[config.mk]
export PLATFORM = sky130hd
export DESIGN_NAME = mbist_session_sequencer
export DESIGN_NICKNAME = d
export VERILOG_FILES = /design/src/rtl/mbist_pkg.sv /design/src/rtl/mbist_watchdog.sv /design/src/rtl/mbist_session_sequencer.sv
export SDC_FILE = /design/constraint.sdc
export NUM_CORES = 1
export LEC_CHECK = 0
export CAP_MARGIN = 20
export CORE_UTILIZATION = 50
export CTS_BUF_LIST = sky130_fd_sc_hd__clkbuf_2
export DETAILED_ROUTE_END_ITERATION = 8
export GPL_TIMING_DRIVEN = 0
export PLACE_DENSITY = 0.72
export SETUP_SLACK_MARGIN = 0.02
export SLEW_MARGIN = 40
export SYNTH_ARGS = -nofsm -noshare
export SYNTH_HDL_FRONTEND = slang
export SYNTH_SLANG_ARGS = --single-unit
[constraint.sdc]
create_clock -name clk -period 2.6 [get_ports clk]
set_input_delay 0.26 -clock clk [delete_from_list [all_inputs] [get_ports clk]]
set_output_delay 0.26 -clock clk [all_outputs]
set_load 0.02 [all_outputs]
[src/rtl/mbist_pkg.sv]
// Shared state encoding and default sizing for the MBIST session sequencer.
// The state encodings are fixed because state_o is read by debug tooling.
package mbist_pkg;

    typedef enum logic [2:0] {
        ST_IDLE = 3'd0,
        ST_RUN1 = 3'd1,
        ST_GAP  = 3'd2,
        ST_RUN2 = 3'd3,
        ST_DONE = 3'd4
    } mbist_state_e;

    localparam int DEF_MAX_REPAIRS    = 16;
    localparam int DEF_GAP_CYCLES     = 4;
    localparam int DEF_TIMEOUT_CYCLES = 8192;

    // True while an MBIST pass is in flight and the watchdog is counting.
    function automatic logic is_running(input mbist_state_e s);
        return (s == ST_RUN1) || (s == ST_RUN2);
    endfunction

endpackage

[src/rtl/mbist_watchdog.sv]
// Loadable down-counter used as the per-pass watchdog; one instance serves
// both MBIST passes and is reloaded with every bist_start.
module mbist_watchdog #(
    parameter int TIMEOUT_CYCLES = 8192
) (
    input  logic clk,
    input  logic rst,
    input  logic load,
    input  logic enable,
    output logic expired
);

    localparam int W = $clog2(TIMEOUT_CYCLES + 1);

    logic [W-1:0] cnt_q;

    // Load has priority so a reload on the same edge as a decrement wins.
    always_ff @(posedge clk) begin
        if (rst) begin
            cnt_q <= '0;
        end else if (load) begin
            cnt_q <= W'(TIMEOUT_CYCLES);
        end else if (enable && (cnt_q != '0)) begin
            cnt_q <= cnt_q - 1'b1;
        end
    end

    assign expired = (cnt_q == '0);

endmodule

[src/rtl/mbist_session_sequencer.sv]
// Session controller: one start runs MBIST pass 1 (detect + repair map),
// a settle gap, then pass 2 (verify), and reports a registered verdict.
module mbist_session_sequencer
    import mbist_pkg::*;
#(
    parameter int MAX_REPAIRS    = DEF_MAX_REPAIRS,
    parameter int GAP_CYCLES     = DEF_GAP_CYCLES,
    parameter int TIMEOUT_CYCLES = DEF_TIMEOUT_CYCLES,
    parameter int CNT_W          = $clog2(MAX_REPAIRS + 2)
) (
    input  logic             clk,
    input  logic             rst,
    input  logic             start,
    output logic             bist_start,
    input  logic             bist_done,
    input  logic             bist_fail,
    input  logic             bist_fail_valid,
    output logic             busy,
    output logic             done,
    output logic             pass,
    output logic             timeout,
    output logic             repair_overflow,
    output logic [CNT_W-1:0] repair_count,
    output logic [2:0]       state_o
);

    localparam int GAP_W = (GAP_CYCLES > 1) ? $clog2(GAP_CYCLES) : 1;
    localparam logic [CNT_W-1:0] CNT_SAT  = CNT_W'(MAX_REPAIRS + 1);
    localparam logic [CNT_W-1:0] CNT_MAX  = CNT_W'(MAX_REPAIRS);
    localparam logic [GAP_W-1:0] GAP_LOAD = GAP_W'(GAP_CYCLES - 1);

    mbist_state_e     state_q, state_d;
    logic             bist_start_q, bist_start_d;
    logic             busy_q, busy_d;
    logic             done_q, done_d;
    logic             pass_q, pass_d;
    logic             timeout_q, timeout_d;
    logic             ovf_q, ovf_d;
    logic [CNT_W-1:0] cnt_q, cnt_d;
    logic [GAP_W-1:0] gap_q, gap_d;
    logic             armed_q, armed_d;
    logic             vfail_q, vfail_d;

    logic             wd_load;
    logic             wd_expired;
    logic [CNT_W-1:0] cnt_inc;
    logic             done_ok;
    logic             vfail_now;

    mbist_watchdog #(
        .TIMEOUT_CYCLES (TIMEOUT_CYCLES)
    ) u_watchdog (
        .clk     (clk),
        .rst     (rst),
        .load    (wd_load),
        .enable  (is_running(state_q)),
        .expired (wd_expired)
    );

    // Handshake: start is a request honoured only in IDLE/DONE (ignored while
    // busy); bist_start is a one-cycle pulse; bist_done (level or pulse) only
    // completes a pass once it has been seen low since that pass's bist_start,
    // and done/pass/timeout stay valid until the next accepted start.
    always_comb begin
        state_d      = state_q;
        bist_start_d = 1'b0;
        pass_d       = pass_q;
        timeout_d    = timeout_q;
        ovf_d        = ovf_q;
        cnt_d        = cnt_q;
        gap_d        = gap_q;
        armed_d      = armed_q;
        vfail_d      = vfail_q;
        wd_load      = 1'b0;

        cnt_inc   = (bist_fail_valid && (cnt_q != CNT_SAT)) ? cnt_q + 1'b1 : cnt_q;
        done_ok   = armed_q && bist_done;
        vfail_now = vfail_q || bist_fail_valid;

        if (is_running(state_q) && !bist_done) begin
            armed_d = 1'b1;
        end

        case (state_q)
            ST_IDLE, ST_DONE: begin
                if (start) begin
                    state_d      = ST_RUN1;
                    bist_start_d = 1'b1;
                    wd_load      = 1'b1;
                    cnt_d        = '0;
                    pass_d       = 1'b0;
                    timeout_d    = 1'b0;
                    ovf_d        = 1'b0;
                    armed_d      = 1'b0;
                    vfail_d      = 1'b0;
                end
            end
            ST_RUN1: begin
                cnt_d = cnt_inc;
                // The verdict uses the count including a same-cycle failure.
                if (done_ok) begin
                    if (cnt_inc == '0) begin
                        state_d = ST_DONE;
                        pass_d  = 1'b1;
                    end else if (cnt_inc > CNT_MAX) begin
                        state_d = ST_DONE;
                        ovf_d   = 1'b1;
                    end else begin
                        state_d = ST_GAP;
                        gap_d   = GAP_LOAD;
                    end
                end else if (wd_expired) begin
                    state_d   = ST_DONE;
                    timeout_d = 1'b1;
                end
            end
            ST_GAP: begin
                if (gap_q == '0) begin
                    state_d      = ST_RUN2;
                    bist_start_d = 1'b1;
                    wd_load      = 1'b1;
                    armed_d      = 1'b0;
                    vfail_d      = 1'b0;
                end else begin
                    gap_d = gap_q - 1'b1;
                end
            end
            ST_RUN2: begin
                vfail_d = vfail_now;
                if (done_ok) begin
                    state_d = ST_DONE;
                    pass_d  = !bist_fail && !vfail_now;
                end else if (wd_expired) begin
                    state_d   = ST_DONE;
                    timeout_d = 1'b1;
                end
            end
            default: begin
                state_d = ST_IDLE;
            end
        endcase

        busy_d = (state_d == ST_RUN1) || (state_d == ST_GAP) || (state_d == ST_RUN2);
        done_d = (state_d == ST_DONE);
    end

    always_ff @(posedge clk) begin
        if (rst) begin
            state_q      <= ST_IDLE;
            bist_start_q <= 1'b0;
            busy_q       <= 1'b0;
            done_q       <= 1'b0;
            pass_q       <= 1'b0;
            timeout_q    <= 1'b0;
            ovf_q        <= 1'b0;
            cnt_q        <= '0;
            gap_q        <= '0;
            armed_q      <= 1'b0;
            vfail_q      <= 1'b0;
        end else begin
            state_q      <= state_d;
            bist_start_q <= bist_start_d;
            busy_q       <= busy_d;
            done_q       <= done_d;
            pass_q       <= pass_d;
            timeout_q    <= timeout_d;
            ovf_q        <= ovf_d;
            cnt_q        <= cnt_d;
            gap_q        <= gap_d;
            armed_q      <= armed_d;
            vfail_q      <= vfail_d;
        end
    end

    assign bist_start      = bist_start_q;
    assign busy            = busy_q;
    assign done            = done_q;
    assign pass            = pass_q;
    assign timeout         = timeout_q;
    assign repair_overflow = ovf_q;
    assign repair_count    = cnt_q;
    assign state_o         = state_q;

endmodule

congestion_map.png
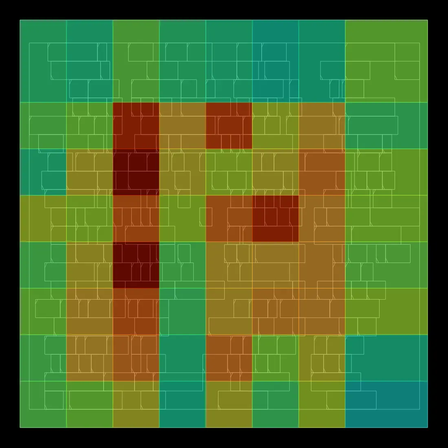
met2 GRT Util: 0.438
routed length per instance: 15.0 um
grt met3 use: 0.0426
Total Routing Usage GR: 0.250

port_trees.png
Drawn at 6 px/um.
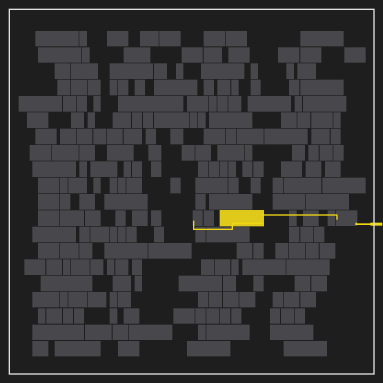
yellow -> timeout  # bits 1, direction output, edge east, end cells 1, buffers 1, wire 29.7 um
PortBufs: 19
ports placed on the boundary: 20

==> run_results.csv <==
group,metric,value,unit
die,rows,20,
worst_hold_path,hold_path_class,"register to register",
final_timing,slew_headroom,0.514,
power,power_density,730,nW/um^2
synth,yosysTopAreaCellShare,0.374,
final_timing,maxSlewViolCount,0,
synth,ff_type,"dfxtp_1",
clock_network,cts_hold_buf,0,
die,initial_core_util,0.543,
setup_path,crit_arrival,2.81,ns
synth,yosysSeqAreaShare,0.374,
place,dpl.hpwl,2910,um
die,die_area,3660,um^2
detailed_routing,wirelength,4040,um
synth,yosysTopAreaCell,"dfxtp_1",
synth,async_reset_ff_frac,0,
clock_network,numCtsBuffers,5,
die,die_x,60.5,um
layout,nNetsFinal,237,
clock_network,worstSkewPairLatency,0.38,ns
setup_path,endpoint_kind,"register",
final_timing,min_period,2.51,ns
clock_network,root_buffer,"clkbuf_2",
final_timing,worst_slack,0.0868,ns
synth,netlist_area,1710,um^2
clock_network,cts_buffer_depth,2,
global_routing,grt_first_pass_wirelength,6760,um
flow_run,maxCapViolCount,0,
flow_run,warnings,30,
clock_network,h-tree-depth,2,
place,gp_congestion,0.830,
setup_path,crit_path_start_kind,"register",
die,core,3150,um^2
final_timing,period_used_share,0.967,
place,dpl.cell_count,260,
clock_network,clk_pin_slew_worst_paths,0.18,ns
global_routing,grt_pass1_vias,1546,
final_timing,setup_viol,0,
status,outcome,"finished, final reports clean",
final_timing,hold_ws,0.491,ns
detailed_routing,vias_per_cell,5.99,
power,p_leak,0.715,nW
synth,ys_area,1710,um^2
final_timing,hold_viol,0,
[per-layer routing]
layer / wire length (um) / global-route usage / vias up
met1: 1750 / 0.294 / 761
met2: 2070 / 0.438 / 40
li1: - / - / 801
met5: 0 / 0 / -
met3: 159 / 0.0426 / 9
met4: 63 / 0.123 / 0
[placed cells by master, fill, tap and decap left out, drive strengths merged, types with 2 or more instances in the layout]
cell and instances:
nor3 4, o21a 3, clkinv 2, nand3 4
o31a 2, nand4b 2, buf 4, o31ai 6
or4b 2, nand4 3, or2 2, a31oi 4
a311oi 2, clkbuf 14, o21ai 8, nor4b 3
nor2b 4, nor2 11, nand2 7, nor4 3
clkdlybuf4s50 19, a211o 2, or4 10, a22oi 2
a211oi 2, xnor2 2, nand2b 2, dfxtp 32
nand3b 2, or3 8, a21oi 26, nor3b 3
inv 7, ha 7
[per-stage QoR]
step                cell area (um^2)  TNS (ns)
floorplan                       1710         0
global placement                1960         0
detailed placement              1960  -0.00372
CTS                             2030         0
global route                    2060         0
finish                          2060         0
[worst paths after layout]
check | start | endpoint | slack [ns] | cells past startpoint
max | repair_count[1] | busy | 0.09 | 10
min | pass | pass | 0.49 | 2
max reg2reg | repair_count[1] | busy | 0.09 | 10
min reg2reg | pass | pass | 0.49 | 2
[layout make-up]
cell class / count / area (um^2)
plain buffers: 11 / 43.8
clock buffers: 5 / 25.0
clock inverters: 3 / 37.5
fillers: 297 / 1090
inverters: 7 / 26.3
multi-input cells: 146 / 1020
flip-flops and latches: 32 / 648
well taps: 44 / 55.1
repair buffers: 21 / 205
[sequential cells by signal (all words and copies together) (netlist names)]
register / cells
done: 1
timeout: 1
state_o: 3
repair_overflow: 1
bist_start: 1
armed_q: 1
u_watchdog.cnt_q: 14
repair_count: 5
pass: 1
vfail_q: 1
gap_q: 2
busy: 1
[critical path, cell delays in order, from the launching register on]
cell      delay [ns]
dfxtp_4         0.40
inv_1           0.05
ha_1            0.17
nand2_1         0.06
o31a_1          0.31
and4_1          0.27
o21ai_0         0.12
ha_1            0.32
nand3b_1        0.09
o32a_1          0.34
a311oi_1        0.29
[kinds of logic (layout without fill, tap and decap cells)]
kind of cell               count (synthesis)  after routing  synth area share
and+or+nand+nor                           74             74             0.272
AOI/OAI and AO/OA                         60             60             0.232
DFF                                       32             32             0.374
buffers and inverters                     19             47            0.0431
adders and majority gates                  7              7            0.0511
xor gates and xnor gates                   3              3            0.0153
muxes                                      2              2            0.0124
[where the power goes]
part	leakage, nW	internal [mW]	switching (mW)
Combinational	0.416	0.242	0.346
Clock	0.0380	0.157	0.176
Sequential	0.261	0.539	0.0436
Total	0.715	0.937	0.566
[cells in the mapped netlist, types with 2 or more instances]
cell type	n
inv_1	7
nor3b_1	2
nand2_1	7
dfxtp_1	32
nand2b_1	2
nand4_1	3
clkbuf_1	10
o31ai_1	6
nor2b_1	4
nor4_1	3
o21ai_0	8
nand3b_1	2
a31oi_1	4
nor4b_1	2
or3_1	8
nand4b_1	2
nor2_1	11
ha_1	7
or4b_1	2
o31a_1	2
a211oi_1	2
or4_1	10
a21oi_1	25
a22oi_1	2
o21a_1	3
or2_2	2
nand3_1	4
nor3_1	4
xnor2_1	2
buf_2	2
Power figures rest on the tool's default switching activity, not on a simulated workload.
